`src/rtl/serial_word_assembler.sv`:
```
`default_nettype none
// ============================================================================
// Module      : serial_word_assembler
// Description : Collects a registered serial bit stream one bit per clock.
//               It packs WIDTH bits into a word, with the first bit received
//               in the MSB. The word is presented to the consumer through a
//               valid/ready handshake.
//               Optional even-parity check: define
//               SERIAL_WORD_ASSEMBLER_PARITY_EN to enable it.
// Revision    : 1.0 - initial release
// ============================================================================
module serial_word_assembler #(
  parameter int WIDTH = 8
) (
  input  logic                       clk,
  input  logic                       reset,
  input  logic                       start,
  input  logic                       din,
  input  logic                       out_ready,
  output logic                       out_valid,
  output logic [WIDTH-1:0]           word,
  output logic                       busy,
  output logic [$clog2(WIDTH+1)-1:0] bit_count,
  output logic                       parity_err
);

  localparam int CW = $clog2(WIDTH+1);

  // Count value reached just before the final data bit is shifted in.
  localparam logic [CW-1:0] LAST_IDX = CW'(WIDTH - 1);
  localparam logic [CW-1:0] CNT_ONE  = CW'(1);

  typedef enum logic [1:0] {
    S_IDLE   = 2'd0,
    S_SHIFT  = 2'd1,
    S_HOLD   = 2'd2,
    S_PARITY = 2'd3
  } state_t;

  state_t state;

`ifdef SERIAL_WORD_ASSEMBLER_PARITY_EN
  logic parity_err_r;
  assign parity_err = parity_err_r;
`else
  assign parity_err = 1'b0;
`endif

  // Capture state machine. All outputs are registered here, so there is no
  // combinational path from din to any output.
  always_ff @(posedge clk) begin
    if (reset) begin
      state     <= S_IDLE;
      word      <= '0;
      bit_count <= '0;
      out_valid <= 1'b0;
      busy      <= 1'b0;
`ifdef SERIAL_WORD_ASSEMBLER_PARITY_EN
      parity_err_r <= 1'b0;
`endif
    end else begin
      case (state)
        S_IDLE: begin
          // din is ignored here; word keeps the last delivered value.
          if (start) begin
            state     <= S_SHIFT;
            word      <= '0;
            bit_count <= '0;
            busy      <= 1'b1;
`ifdef SERIAL_WORD_ASSEMBLER_PARITY_EN
            parity_err_r <= 1'b0;
`endif
          end
        end

        S_SHIFT: begin
          // start is ignored while shifting.
          word      <= {word[WIDTH-2:0], din};
          bit_count <= bit_count + CNT_ONE;
          if (bit_count == LAST_IDX) begin
`ifdef SERIAL_WORD_ASSEMBLER_PARITY_EN
            // Spend one more cycle sampling the parity bit; busy stays high.
            state <= S_PARITY;
`else
            state     <= S_HOLD;
            busy      <= 1'b0;
            out_valid <= 1'b1;
`endif
          end
        end

`ifdef SERIAL_WORD_ASSEMBLER_PARITY_EN
        S_PARITY: begin
          // Even parity: the data ones plus the parity bit must be even.
          parity_err_r <= (^word) ^ din;
          state        <= S_HOLD;
          busy         <= 1'b0;
          out_valid    <= 1'b1;
        end
`endif

        S_HOLD: begin
          if (out_ready) begin
            out_valid <= 1'b0;
            if (start) begin
              // Back-to-back: start the next word with no idle cycle between.
              state     <= S_SHIFT;
              word      <= '0;
              bit_count <= '0;
              busy      <= 1'b1;
`ifdef SERIAL_WORD_ASSEMBLER_PARITY_EN
              parity_err_r <= 1'b0;
`endif
            end else begin
              state <= S_IDLE;
            end
          end
        end

        default: begin
          state     <= S_IDLE;
          busy      <= 1'b0;
          out_valid <= 1'b0;
        end
      endcase
    end
  end

endmodule
`default_nettype wire

```
`config.mk`:
```
export PLATFORM = sky130hd
export DESIGN_NAME = serial_word_assembler
export DESIGN_NICKNAME = d
export VERILOG_FILES = /design/src/rtl/serial_word_assembler.sv
export SDC_FILE = /design/constraint.sdc
export NUM_CORES = 1
export LEC_CHECK = 0
export CORE_ASPECT_RATIO = 1.4
export CORE_MARGIN = 2
export CORE_UTILIZATION = 35
export CTS_CLUSTER_SIZE = 10
export DETAILED_ROUTE_END_ITERATION = 8
export PLACE_DENSITY = 0.65
export REMOVE_ABC_BUFFERS = 1
export SLEW_MARGIN = 20
export SYNTH_ARGS = -nofsm -noshare
export SYNTH_HDL_FRONTEND = slang
export SYNTH_SLANG_ARGS = --single-unit
```
`constraint.sdc`:
```
create_clock -name clk -period 1.41 [get_ports clk]
set_input_delay 0.282 -clock clk [delete_from_list [all_inputs] [get_ports clk]]
set_output_delay 0.282 -clock clk [all_outputs]
set_load 0.005 [all_outputs]
```
==> flow_metrics.env <==
# yosys + openroad results
export IMPL_die_area_sq_mm=0.00219
export IMPL_dr_first_iter_drc_count=8
export IMPL_power_top_group="sequential cells"
export IMPL_hold_viol_final=0
export IMPL_async_flop_share=0
export IMPL_setup_violations=0
export IMPL_grt_first_pass_wirelength_um=2060
export IMPL_rows=18
export IMPL_synth_top_area_share=0.500
export IMPL_syn_area_sq_um=641
export IMPL_cts_path_max_buffers=2
export IMPL_pwr_share_comb=0.134
export IMPL_stdcell_area_sq_um=998
export IMPL_htreeDepth=1
export IMPL_worstSetupPathDepth=1
export IMPL_area_leaders="dfxtp_1 (50%), a22oi_1 (11%), nor2_1 (7.6%)"
export IMPL_routabilityCongestion=0.718
export IMPL_p_int_mw=0.690
export IMPL_yosys_stat_seqShare=0.500
export IMPL_power_density_mw_per_mm2=917
export IMPL_clockPowerShare=0.338
export IMPL_wirelength_um=1390
export IMPL_regToRegEndpoint="busy"
export IMPL_ys_cells=69
export IMPL_r2r_slack_ns=0.18
export IMPL_final_util=0.576
export IMPL_skew_ns=0.00132
export IMPL_grt_total_usage=0.138
export IMPL_path_cells="clkdlybuf4s50_1"
export IMPL_fin_crit_sh=0.984
export IMPL_power_clock_mw=0.309
export IMPL_end_kind="output port"
export IMPL_worstSetupStartpoint="word[7]"
export IMPL_r2r_start="bit_count[0]"
export IMPL_crit_path_end="word[7]"
export IMPL_antenna_found_initial=0
export IMPL_fp_coreArea_sq_mm=0.00173
export IMPL_place_area_sq_um=842
export IMPL_p_sw_mw=0.226
export IMPL_r2r_cells=6
export IMPL_crit_family="buffers and inverters"
export IMPL_setup_ws_ns=0.0227
export IMPL_postRouteAntennaNets=0
export IMPL_io_pins=20
export IMPL_p_leak_nw=0.603
export IMPL_place_inst=106
export IMPL_drc_errors=0
export IMPL_layoutNonFillerInstCount=120
export IMPL_worstSetupStartpointType="register"
export IMPL_yosysUniqueCellTypes=23
export IMPL_pre_cts_ws_ns=-0.108
export IMPL_outcome="finished, final reports clean"
-- repair_timing --
action,4_1_cts,5_1_grt
endpoints found under the hold margin,0,0
setup endpoints to repair,11,13
resized,12,14
hold buffers,0,0
setup buffers,10,0
-- sequential cells by signal, summed over array words and instances (netlist names) --
register	flops
busy	1
bit_count	4
state	2
word	8
out_valid	1
-- Yosys cell counts, types with 2 or more instances --
library cell,n
nor2_1,13
a22oi_1,9
or2_1,2
a21oi_1,3
nand2_1,4
buf_4,3
a211oi_1,3
xnor2_1,2
dfxtp_1,16
-- area by class of cell --
cell class	count	area (sq um)
Clock buffer	4	36.3
Multi-Input combinational cell	48	290
Timing Repair Buffer	31	307
Tap cell	20	25.0
Inverter	1	3.75
Fill cell	158	736
Sequential cell	16	337
-- worst min path at each step --
stage,end,startpoint,slack (ns)
4_1_cts,out_valid,out_valid,0.47
2_1_floorplan,out_valid,reset,0.35
3_5_place_dp,out_valid,out_valid,0.45
6_report,out_valid,out_valid,0.46
3_3_place_gp,out_valid,out_valid,0.45
5_1_grt,out_valid,out_valid,0.48
-- per-layer routing --
| metal | vias up | GRT usage | part of all wire |
|---|---|---|---|
| li1 | 300 | - | - |
| met1 | 267 | 0.204 | 0.45 |
| met2 | 15 | 0.194 | 0.48 |
| met3 | 2 | 0.0244 | 0.054 |
| met4 | 0 | 0.0517 | 0.0072 |
| met5 | - | 0 | 0 |
-- cells by family (layout without fill, tap and decap cells) --
logic type | Yosys count | after routing | synth area share
adder cells (fa/ha/maj) | 1 | 1 | 0.0195
multiplexers | 1 | 1 | 0.0156
AND/OR/NAND/NOR | 24 | 24 | 0.180
AND-OR/OR-AND | 19 | 19 | 0.205
XOR/XNOR | 2 | 2 | 0.0273
other | 1 | 1 | 0.00585
flip-flops | 16 | 16 | 0.500
buffers and inverters | 5 | 36 | 0.0469
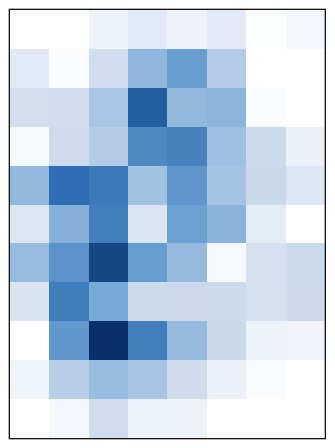
(images/route_heat.png)
The die is cut into 8 by 11 equal tiles; white is low, dark blue is high, scaled to the fullest tile. Values are wire area over tile area, all layers added.
mean over tiles: 0.10
densest ninth of the die: west
tiles over half the peak: 19%
emptiest ninth of the die: south-east

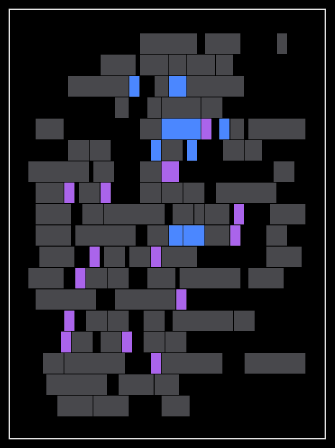
(images/gates.png)
legend:
  blue:
    family: nand cells
    cells: 8
    most_used: nand2_1
  purple:
    family: nor cells
    cells: 14
    most_used: nor2_1

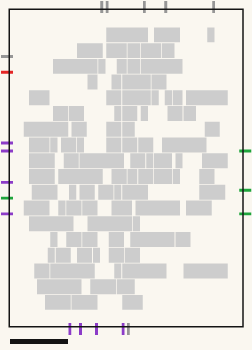
(images/pinout.png)
Scale bar: 10 um. Pins as bars across the die edge, other pins in gray.
legend:
  green:
    port: bit_count
    pins: 4
    direction: output
    edge: 3 east, 1 west
  red:
    port: reset
    pins: 1
    direction: input
    edge: west
  purple:
    port: word
    pins: 8
    direction: output
    edge: 4 south, 4 west
all pins by edge: 7 west, 5 north, 5 south, 3 east
I/O Buffers: 18
Die X: 40.2 um

